### src/rtl/jk_seq_detector_if.sv
// Bundle between the JK flip-flop stage (master: Q stream) and the pattern detector (slave).
interface jk_seq_detector_if #(
  parameter int CNT_WIDTH = 8,
  parameter int STATE_W   = 2
);
  logic                 din;
  logic                 valid;
  logic                 detect;
  logic [CNT_WIDTH-1:0] count;
  logic                 sat;
  logic [STATE_W-1:0]   state;

  modport master (
    output din, valid,
    input  detect, count, sat, state
  );

  modport slave (
    input  din, valid,
    output detect, count, sat, state
  );
endinterface

### src/rtl/jk_seq_detector.sv
// Serial pattern detector on the JK stage Q stream: KMP-style match-length FSM, one-cycle
// registered detect pulse, saturating match counter. Never back-pressures its source.
module jk_seq_detector #(
  parameter int                     PATTERN_LEN = 4,
  parameter logic [PATTERN_LEN-1:0] PATTERN     = 4'b1011,
  parameter bit                     OVERLAP     = 1'b1,
  parameter int                     CNT_WIDTH   = 8
) (
  input logic               clk_i,
  input logic               rst_i,
  jk_seq_detector_if.slave  bus
);

  localparam int SW = $clog2(PATTERN_LEN);

  typedef logic [SW-1:0] state_t;

  // Longest pattern prefix that is a suffix of (top k pattern bits, then b), capped below
  // PATTERN_LEN so a full match folds back to its longest proper border.
  function automatic int next_len(input int k, input logic b);
    int   best;
    int   p;
    logic ok;
    logic s_bit;
    best = 0;
    if (!(k == PATTERN_LEN - 1 && b == PATTERN[0] && !OVERLAP)) begin
      for (int l = PATTERN_LEN - 1; l >= 1; l--) begin
        if (best == 0 && l <= k + 1) begin
          ok = 1'b1;
          for (int j = 0; j < l; j++) begin
            p     = k + 1 - l + j;
            s_bit = (p == k) ? b : PATTERN[PATTERN_LEN-1-p];
            if (s_bit != PATTERN[PATTERN_LEN-1-j]) ok = 1'b0;
          end
          if (ok) best = l;
        end
      end
    end
    return best;
  endfunction

  state_t nxt_tbl [PATTERN_LEN][2];

  for (genvar k = 0; k < PATTERN_LEN; k++) begin : g_tbl
    assign nxt_tbl[k][0] = SW'(next_len(k, 1'b0));
    assign nxt_tbl[k][1] = SW'(next_len(k, 1'b1));
  end

  state_t               state_q, state_d;
  logic                 detect_q, detect_d;
  logic [CNT_WIDTH-1:0] count_q, count_d;
  logic                 sat_q, sat_d;
  logic                 full_match;

  always_ff @(posedge clk_i) begin
    if (rst_i) begin
      state_q  <= '0;
      detect_q <= 1'b0;
      count_q  <= '0;
      sat_q    <= 1'b0;
    end else begin
      state_q  <= state_d;
      detect_q <= detect_d;
      count_q  <= count_d;
      sat_q    <= sat_d;
    end
  end

  assign full_match = (state_q == SW'(PATTERN_LEN - 1)) && (bus.din == PATTERN[0]);

  always_comb begin
    state_d  = state_q;
    detect_d = 1'b0;
    count_d  = count_q;
    if (bus.valid) begin
      state_d = nxt_tbl[state_q][bus.din];
      if (full_match) begin
        detect_d = 1'b1;
        if (!sat_q) count_d = count_q + CNT_WIDTH'(1);
      end
    end
    sat_d = &count_d;
  end

  assign bus.detect = detect_q;
  assign bus.count  = count_q;
  assign bus.sat    = sat_q;
  assign bus.state  = state_q;

endmodule

### src/flat_wrapper.sv
// flat-port wrapper written by rule: the top's interface ports become plain ports
module jk_seq_detector_flat 
#(
  parameter int                     PATTERN_LEN = 4,
  parameter logic [PATTERN_LEN-1:0] PATTERN     = 4'b1011,
  parameter bit                     OVERLAP     = 1'b1,
  parameter int                     CNT_WIDTH   = 8
)
  (clk_i, rst_i, bus_din, bus_valid, bus_detect, bus_count, bus_sat, bus_state);
  jk_seq_detector_if #(.CNT_WIDTH(CNT_WIDTH), .STATE_W(2)) bus_i ();
  input logic clk_i;
  input logic rst_i;
  input wire logic [$bits(bus_i.din)-1:0] bus_din;
  input wire logic [$bits(bus_i.valid)-1:0] bus_valid;
  output wire logic [$bits(bus_i.detect)-1:0] bus_detect;
  output wire logic [$bits(bus_i.count)-1:0] bus_count;
  output wire logic [$bits(bus_i.sat)-1:0] bus_sat;
  output wire logic [$bits(bus_i.state)-1:0] bus_state;
  assign bus_i.din = bus_din;
  assign bus_i.valid = bus_valid;
  assign bus_detect = bus_i.detect;
  assign bus_count = bus_i.count;
  assign bus_sat = bus_i.sat;
  assign bus_state = bus_i.state;
  jk_seq_detector #(.PATTERN_LEN(PATTERN_LEN), .PATTERN(PATTERN), .OVERLAP(OVERLAP), .CNT_WIDTH(CNT_WIDTH)) u_core (.clk_i(clk_i), .rst_i(rst_i), .bus(bus_i));
endmodule
### config.mk
export PLATFORM = sky130hd
export DESIGN_NAME = jk_seq_detector_flat
export DESIGN_NICKNAME = d
export VERILOG_FILES = /design/src/rtl/jk_seq_detector_if.sv /design/src/rtl/jk_seq_detector.sv /design/src/flat_wrapper.sv
export SDC_FILE = /design/constraint.sdc
export NUM_CORES = 1
export LEC_CHECK = 0
export CORE_UTILIZATION = 45
export DETAILED_ROUTE_END_ITERATION = 10
export GPL_TIMING_DRIVEN = 0
export PLACE_DENSITY = 0.74
export SKIP_CTS_REPAIR_TIMING = 1
export SLEW_MARGIN = 30
export SYNTH_ARGS = -nofsm -noshare
export SYNTH_HDL_FRONTEND = slang
export SYNTH_SLANG_ARGS = --single-unit
### constraint.sdc
create_clock -name clk_i -period 2.13 [get_ports clk_i]
set_clock_uncertainty 0.1 [all_clocks]
set_input_delay 0.426 -clock clk_i [delete_from_list [all_inputs] [get_ports clk_i]]
set_output_delay 0.426 -clock clk_i [all_outputs]
set_load 0.01 [all_outputs]
**Run 1: metal 3**

The bar under the picture is 10 um long.
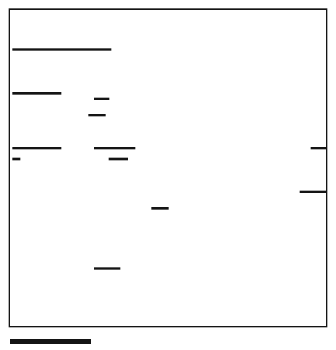
- share of all routed wire: 3.3%
- main direction: horizontal
- nets with wire on the layer: 9
- longest straight run: 12.0 um
- wire length on this layer: 43.9 um
overall routed net length: 1320 um
met3 Resource Use GR: 5.11%

**Run 1: sequential cells coloured by netlist name**

Other sequential cells in the stronger grey, the rest of the logic in the fainter grey.
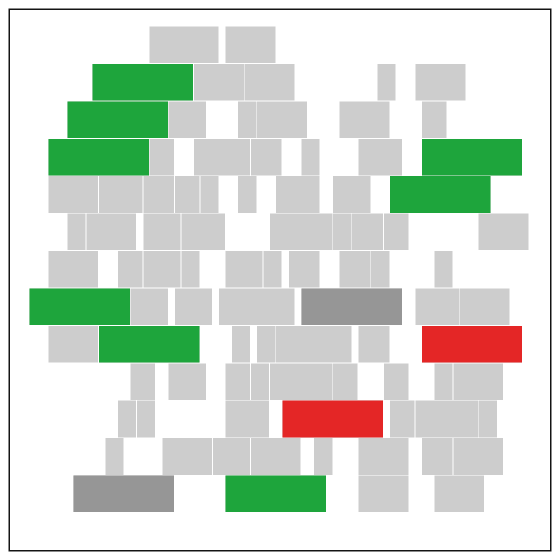
- red: `u_core.bus.state` (flops 2)
- green: `u_core.bus.count` (flops 8)
- not coloured: 2

==> reports/metrics.cfg, run 1 <==
[final_timing]
setup_violations = 0
max_slew.worst_pin.slew_ns = 0.462
tns_ns = 0
final-hold-violation-count = 0

[floorplanning]
core_um2 = 1300
initCoreUtil_pct = 48.0

[setup_path]
worst_path_fanout_max = 10
timing.critical_path.depth = 6
timing.critical_path.from_type = input port
critical_path.startpoint = bus_valid

[detailed_routing]
route.met2.wl_um = 586
detail_route.wirelength.met1_um = 657

[yosys]
synthArstFlopShare_pct = 0
ys_top_cells_by_area = sky130_fd_sc_hd__dfxtp_1 (38%), sky130_fd_sc_hd__nor2_1 (6.6%), sky130_fd_sc_hd__a2111oi_2 (4.8%)
ys_chip_area_um2 = 624
synthDominantCellAreaShare_pct = 38.5
xor_xnor_share_pct = 4.21
synth_area_per_cell_um2 = 8.79

[power_and_ir_drop]
pg_clk_w = 0.000186
netSwitchingPower_w = 0.0000928
sw_frac_of_total_pct = 21.4
finalPower_w = 0.000433

[placement]
finalWeightedCongestion = 0.804
dpl-instance-area_um2 = 793

[layout]
nonClkBufAreaFrac_pct = 20.2
layout.area.top_class = combinational gates
most-common-layout-cells = sky130_fd_sc_hd__clkdlybuf4s50_1 (15), sky130_fd_sc_hd__dfxtp_1 (12), sky130_fd_sc_hd__nor2_1 (11)
postLayoutCoreUtil_pct = 63.8
area.sequential_um2 = 240
synthToLayoutAreaGrowth_pct = 33.1
comb.multi_input.count = 52

[outcome]
outcome = complete, no violations

[hold_path]
min_delay_worst_endpoint = u_core.bus.count[7]

[clock_network]
tritoncts_clock_tree = built

[job]
stage_log_warnings = 26

**Run 1: signal wires on met2**

Cells faint in the background.
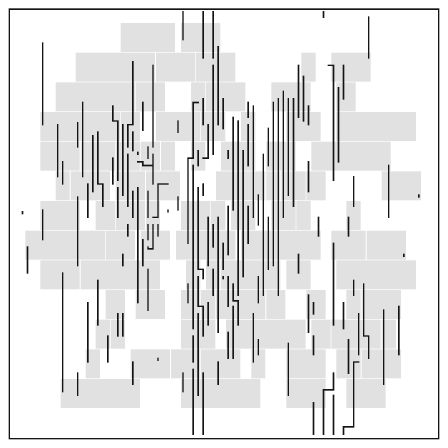
- longest straight run: 18.0 um
- wire length on this layer: 587 um
met2 track demand over resource: 30.0%
number of vias after detailed routing: 600

==> run 2, diff against run 1 <==
- CAP_MARGIN: unset -> 15
**Run 2: signal wires on met2**

Cells faint in the background.
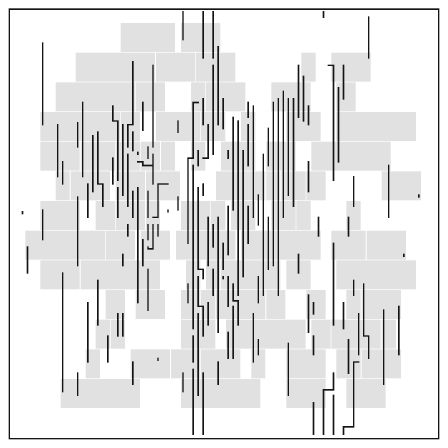
- share of all routed wire: 44%
- main direction: vertical
- nets with wire on the layer: 85
- wire length on this layer: 587 um
- longest straight run: 18.0 um

==> reports/metrics.cfg, run 2 <==
[final_timing]
tns_ns = 0  ; unchanged
final-hold-violation-count = 0  ; unchanged
max_slew.worst_pin.slew_ns = 0.462  ; unchanged

[detailed_routing]
detail_route.wirelength.met1_um = 657  ; unchanged
routed-via-count = 600  ; unchanged
routed_wirelength_um = 1320  ; unchanged

[layout]
layout.area.top_class = combinational gates
area.sequential_um2 = 240  ; unchanged
comb.multi_input.count = 52  ; unchanged
nonClkBufAreaFrac_pct = 20.2  ; unchanged
synthToLayoutAreaGrowth_pct = 33.1  ; unchanged
postLayoutCoreUtil_pct = 63.8  ; unchanged
most-common-layout-cells = sky130_fd_sc_hd__clkdlybuf4s50_1 (15), sky130_fd_sc_hd__dfxtp_1 (12), sky130_fd_sc_hd__nor2_1 (11)

[yosys]
ys_chip_area_um2 = 624  ; unchanged
synthArstFlopShare_pct = 0  ; unchanged
synth_area_per_cell_um2 = 8.79  ; unchanged
synthDominantCellAreaShare_pct = 38.5  ; unchanged
xor_xnor_share_pct = 4.21  ; unchanged

[power_and_ir_drop]
sw_frac_of_total_pct = 21.4  ; unchanged
finalPower_w = 0.000433  ; unchanged
pg_clk_w = 0.000186  ; about the same
netSwitchingPower_w = 0.0000928  ; unchanged

[placement]
finalWeightedCongestion = 0.804  ; unchanged
dpl-instance-area_um2 = 793  ; unchanged

[grt]
grt.met2_usage_pct = 30.0  ; unchanged
groute.layer.met3.usage_pct = 5.11  ; unchanged

[floorplanning]
core_um2 = 1300  ; unchanged
initCoreUtil_pct = 48.0  ; unchanged

[setup_path]
timing.critical_path.depth = 6  ; unchanged
critical_path.startpoint = bus_valid

[outcome]
outcome = complete, no violations

[job]
stage_log_warnings = 26  ; unchanged

**Run 2: metal 3**

The bar under the picture is 10 um long.
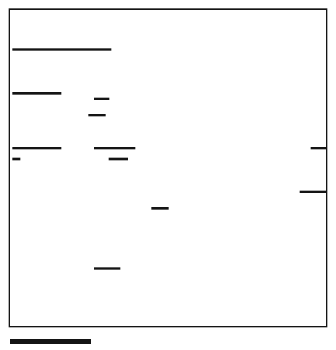

==> run 3, diff against run 2 <==
- CELL_PAD_IN_SITES_DETAIL_PLACEMENT: unset -> 1
- CELL_PAD_IN_SITES_GLOBAL_PLACEMENT: unset -> 1
- CORE_UTILIZATION: 45 -> 34
- PLACE_DENSITY: 0.74 -> unset
- PLACE_DENSITY_LB_ADDON: unset -> 0.1
**Run 3: metal 3**

The bar under the picture is 10 um long.
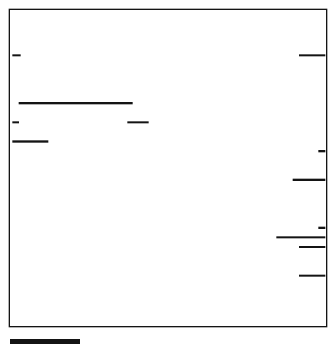
- wire length on this layer: 47.8 um
- longest straight run: 15.9 um
- nets with wire on the layer: 11
met3 Resource Use GR: 2.40%
overall routed net length: 1450 um

==> reports/metrics.cfg, run 3 <==
[placement]
dpl-instance-area_um2 = 806  ; +1.6%
finalWeightedCongestion = 0.741  ; -7.8%

[detailed_routing]
drt_iter0_drc = 3
routed-via-count = 576  ; -4.0%
detail_route.wirelength.met1_um = 703  ; +7.0%
routed.top_layer = met4

[clock_network]
clkTransAtPathRegs_ns = 0.09

[setup_path]
setup.worst_path.end = u_core.bus.count[7]
timing.critical_path.depth = 5  ; -1
critical_path.startpoint = bus_valid

[yosys]
synthDominantCellAreaShare_pct = 38.5  ; unchanged
ys_chip_area_um2 = 624  ; unchanged
synthArstFlopShare_pct = 0  ; unchanged
synth_area_per_cell_um2 = 8.79  ; unchanged
xor_xnor_share_pct = 4.21  ; unchanged

[layout]
synthToLayoutAreaGrowth_pct = 35.9
postLayoutCoreUtil_pct = 49.1  ; -15 points
comb.multi_input.count = 52  ; unchanged
area.sequential_um2 = 240  ; unchanged
layout.area.top_class = combinational gates
most-common-layout-cells = sky130_fd_sc_hd__clkdlybuf4s50_1 (15), sky130_fd_sc_hd__dfxtp_1 (12), sky130_fd_sc_hd__nor2_1 (11)
proportion_of_layout_cells_with_a_drive_suffix_above_1_pct = 15.6
nonClkBufAreaFrac_pct = 19.8  ; -0.42 points

[power_and_ir_drop]
netSwitchingPower_w = 0.0000942  ; +1.5%
pg_clk_w = 0.000187  ; about the same
finalPower_w = 0.000434  ; +0.30%
sw_frac_of_total_pct = 21.7  ; +0.26 points

[outcome]
outcome = complete, no violations

[floorplanning]
initCoreUtil_pct = 36.2  ; -12 points
rows = 15
core_um2 = 1730  ; +33%

[final_timing]
tns_ns = 0  ; unchanged
number_of_max_slew_violations_in_the_final_report = 0
max_slew.worst_pin.slew_ns = 0.453  ; -0.00843 ns
final-hold-violation-count = 0  ; unchanged

[job]
stage_log_warnings = 26  ; unchanged

[grt]
grt.met2_usage_pct = 23.8  ; -6.2 points

